**Run 1: M1 wires**

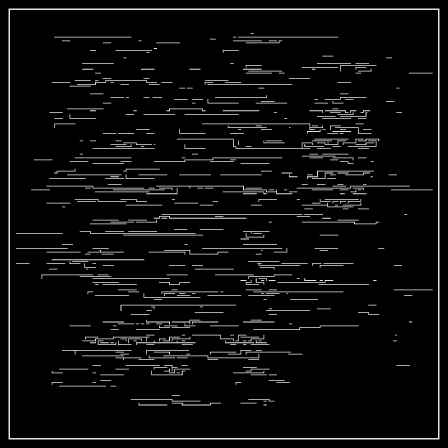
**Run 1: the metal 2 layer**

Scale bar: 20 microns.
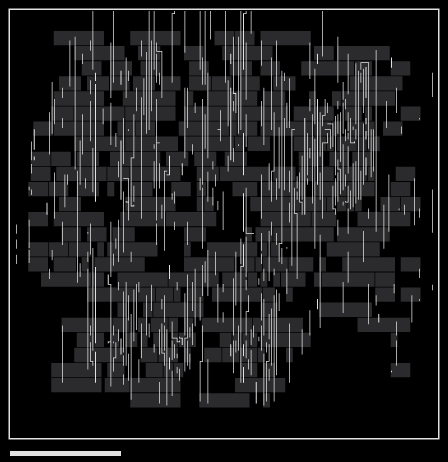
**Run 1: M3 wires**

Scale bar: 20 microns.
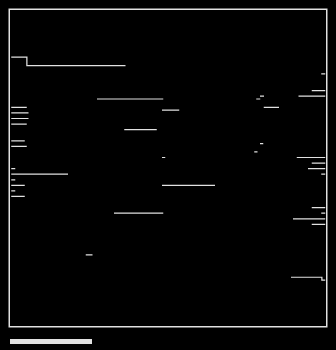
==> config.mk <==
export PLATFORM = sky130hd
export DESIGN_NAME = seg_scan_display
export DESIGN_NICKNAME = d
export VERILOG_FILES = /design/src/rtl/seg_scan_pkg.sv /design/src/rtl/hex_to_seg7.sv /design/src/rtl/seg_scan_display.sv
export SDC_FILE = /design/constraint.sdc
export NUM_CORES = 1
export LEC_CHECK = 0
export CORE_MARGIN = 3
export CORE_UTILIZATION = 50
export CTS_BUF_LIST = sky130_fd_sc_hd__clkbuf_2
export CTS_CLUSTER_DIAMETER = 120
export DETAILED_ROUTE_END_ITERATION = 12
export PLACE_DENSITY_LB_ADDON = 0.2
export RECOVER_POWER = 100
export SLEW_MARGIN = 25
export SYNTH_ARGS = -nofsm -noshare
export SYNTH_HDL_FRONTEND = slang
export SYNTH_SLANG_ARGS = --single-unit
==> constraint.sdc <==
create_clock -name CP -period 2.7 [get_ports CP]
set_input_delay 0.81 -clock CP [delete_from_list [all_inputs] [get_ports CP]]
set_output_delay 0.81 -clock CP [all_outputs]
set_load 0.02 [all_outputs]
==> flow_results.org, run 1 <==
#+TITLE: Flow metrics

** Status
- The run finished with clean final reports.

** Timing
- Per the slew report, the remaining headroom to the max-slew limit stands at 0.2329.
- Slew at the pin with the worst max-slew slack :: 1.149 ns
- Post-layout period usage :: 0.9145
- The final report lists the setup-violating endpoint count as 0.
- After layout, the setup clock skew is reported as 0.02241 ns.

** Pwr
- Switching component of the power :: 0.3178 mW
- Main power group :: registers

** Synthesis
- Of the total synthesized cell area, the portion taken by XOR and XNOR cells is 0.05190.
- Largest combinational cell category by area :: multiplexers
- The most used flip-flop cell after synthesis is sky130_fd_sc_hd__dfrtp_1.
- Summed instance area of the synthesized netlist :: 2531 sq um
- After synthesis, the share of flip-flops with an asynchronous set or reset is 1.000.
- Avg Cell Area, Syn :: 13.32 sq um
- Register bit total from synthesis :: 56
- Post-Synthesis Cells :: 190
- Per the synthesis report, the simple-gate share of the synthesized area is 0.07168.

** Critical path
- Worst R2R Setup Slack :: 0.39 ns
- Critical Path Slowest Stage Cell :: sky130_fd_sc_hd__dlygate4sd3_1
- Buf/Inv on CP :: 1
- Cell-by-cell trace of the critical path :: dlygate4sd3_1
- The critical path maximum fanout is 1.
- STA classifies the critical path endpoint as a primary output.

** Cells and area
- Seq area share :: 0.4672
- Reg area :: 1416 sq um
- Nonclk inv count :: 17
- Count of multi-input gates :: 111
- In the final layout, the share of cells above drive strength 1 is 0.2137.
- Commonest Layout Cell :: sky130_fd_sc_hd__dfrtp_1
- Per the layout area report, the combinational fraction of cell area is 0.3314.
- By area, the class that comes first in the final layout consists of sequential cells.

** Drt
- Detailed routing placed a total of 178 microns of wire on met3.
- Sum of met2 wire segment lengths after detailed routing :: 2191 microns
- In the per-layer breakdown of the detailed-route log, met1 shows 1861 microns.
- TritonRoute output was used to compute an average wire per cell of 14.28 microns.
- Router iterations before antenna repair :: 4
- Via count normalized by instance count :: 5.206
- Detailed-route iteration 0 reported a violation count of 62.

** Die
- 39 I/O pins were placed.

** GRT
- GRT Resource Usage Total :: 0.1581
- Per the GRT log, the top usage layer is met2.
- The global route stage reports its total congestion overflow as 0.
- The via count of the first global-routing pass is 1611.

** CTS
- Buffers inserted to repair hold after CTS numbered 0.
- The CTS report gives the tree buffer count as 5.
- Post-CTS setup buffers :: 0

** Worst hold path
- The type recorded for the worst min-delay path is flop to flop.

** Placement
- Final HPWL from detailed placement :: 3244 microns
Notes on 'M1 wires' above:
main direction: horizontal
wire length on this layer: 1860 microns
nets with wire on the layer: 235
total length of routed wires: 4298 microns
GR Layer Usage met1: 0.1998

Notes on 'the metal 2 layer' above:
main direction: vertical
nets with wire on the layer: 237
share of all routed wire: 51%
via total after detailed routing: 1567
met2 GRT Util: 0.2634

Notes on 'M3 wires' above:
wire length on this layer: 178 microns
longest straight run: 23.9 microns
main direction: horizontal
share of all routed wire: 4.2%
nets with wire on the layer: 30
global routing usage on met3: 0.03873

==> run 2: changes to the inputs <==
Settings changed: CORE_ASPECT_RATIO from default to 1.1.
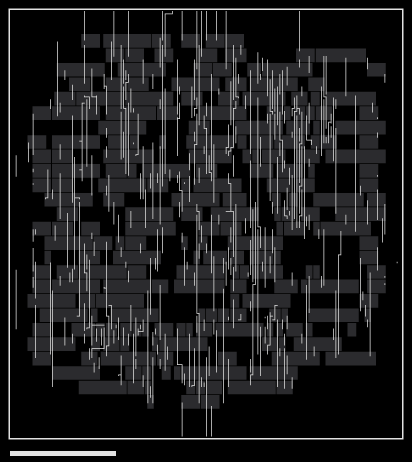
**Above:** run 2 (the metal 2 layer).
Scale bar: 20 microns.
longest straight run: 26.5 microns
wire length on this layer: 2030 microns
main direction: vertical
via total after detailed routing: 1509
met2 GRT Util: 0.2385

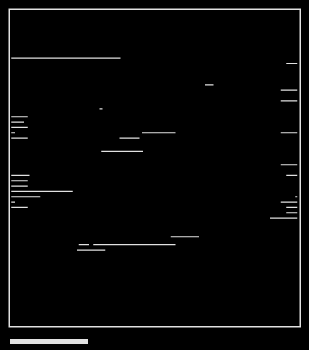
**Above:** run 2 (M3 wires).
Scale bar: 20 microns.
wire length on this layer: 181 microns
longest straight run: 27.6 microns
global routing usage on met3: 0.04506
total length of routed wires: 4032 microns

==> run 2 against run 1 <==
Net effect: largest power group unchanged; first-iteration DRC count shrank 35%; critical path type unchanged; hold slack lost 0.016 ns; utilization shrank 0.45 points; non-clock buffer count shrank 1; highest routed layer unchanged; die size is essentially flat.
==> flow_results.org, run 2 <==
#+TITLE: Flow metrics

** Status
- The flow ran to the end, and the final reports show no timing, DRC or antenna violations.

** Cells and area
- Fraction of layout instances using a drive strength above 1 :: 0.2189
- Reg area :: 1416 sq um
- Fraction of area in multi-input gates :: 0.3350

** Synthesis
- Basic-gate share of the synthesized area counting and, or, nand and nor cells :: 0.07168
- The cell-mix breakdown from Yosys lists the XOR/XNOR area share as 0.05190.
- In the synthesized netlist, the dominant kind of combinational cell is multiplexers.
- Summed instance area of the synthesized netlist :: 2531 sq um

** Drt
- The routed design shows a wire length per standard cell of 13.95 microns.
- The script logs the ratio of routed vias to standard cells as 5.221.
- After detailed routing, the met3 layer carries 181 microns of wire.
- Count of routing violations after the opening detailed-route iteration :: 40
- Metal1 wirelength :: 1769 microns

** CTS
- Post-CTS timing repair inserted 0 buffers for setup.
- Buffers inserted during clock tree synthesis total 5.
- The report puts the hold buffer count at CTS at 0.

** Worst hold path
- Min-delay worst type :: flop to flop

** Timing
- Headroom to the max-slew limit came out at 0.09956.

** Placement
- According to the dpl log, the detail-placed design has an HPWL of 2929 microns.

** Critical path
- Per STA, the worst path is made up of dlygate4sd3_1.

** GRT
- On met1, the global router reports a usage of 0.1939.
No activity file was given, so power comes from the tool's default toggle rates.
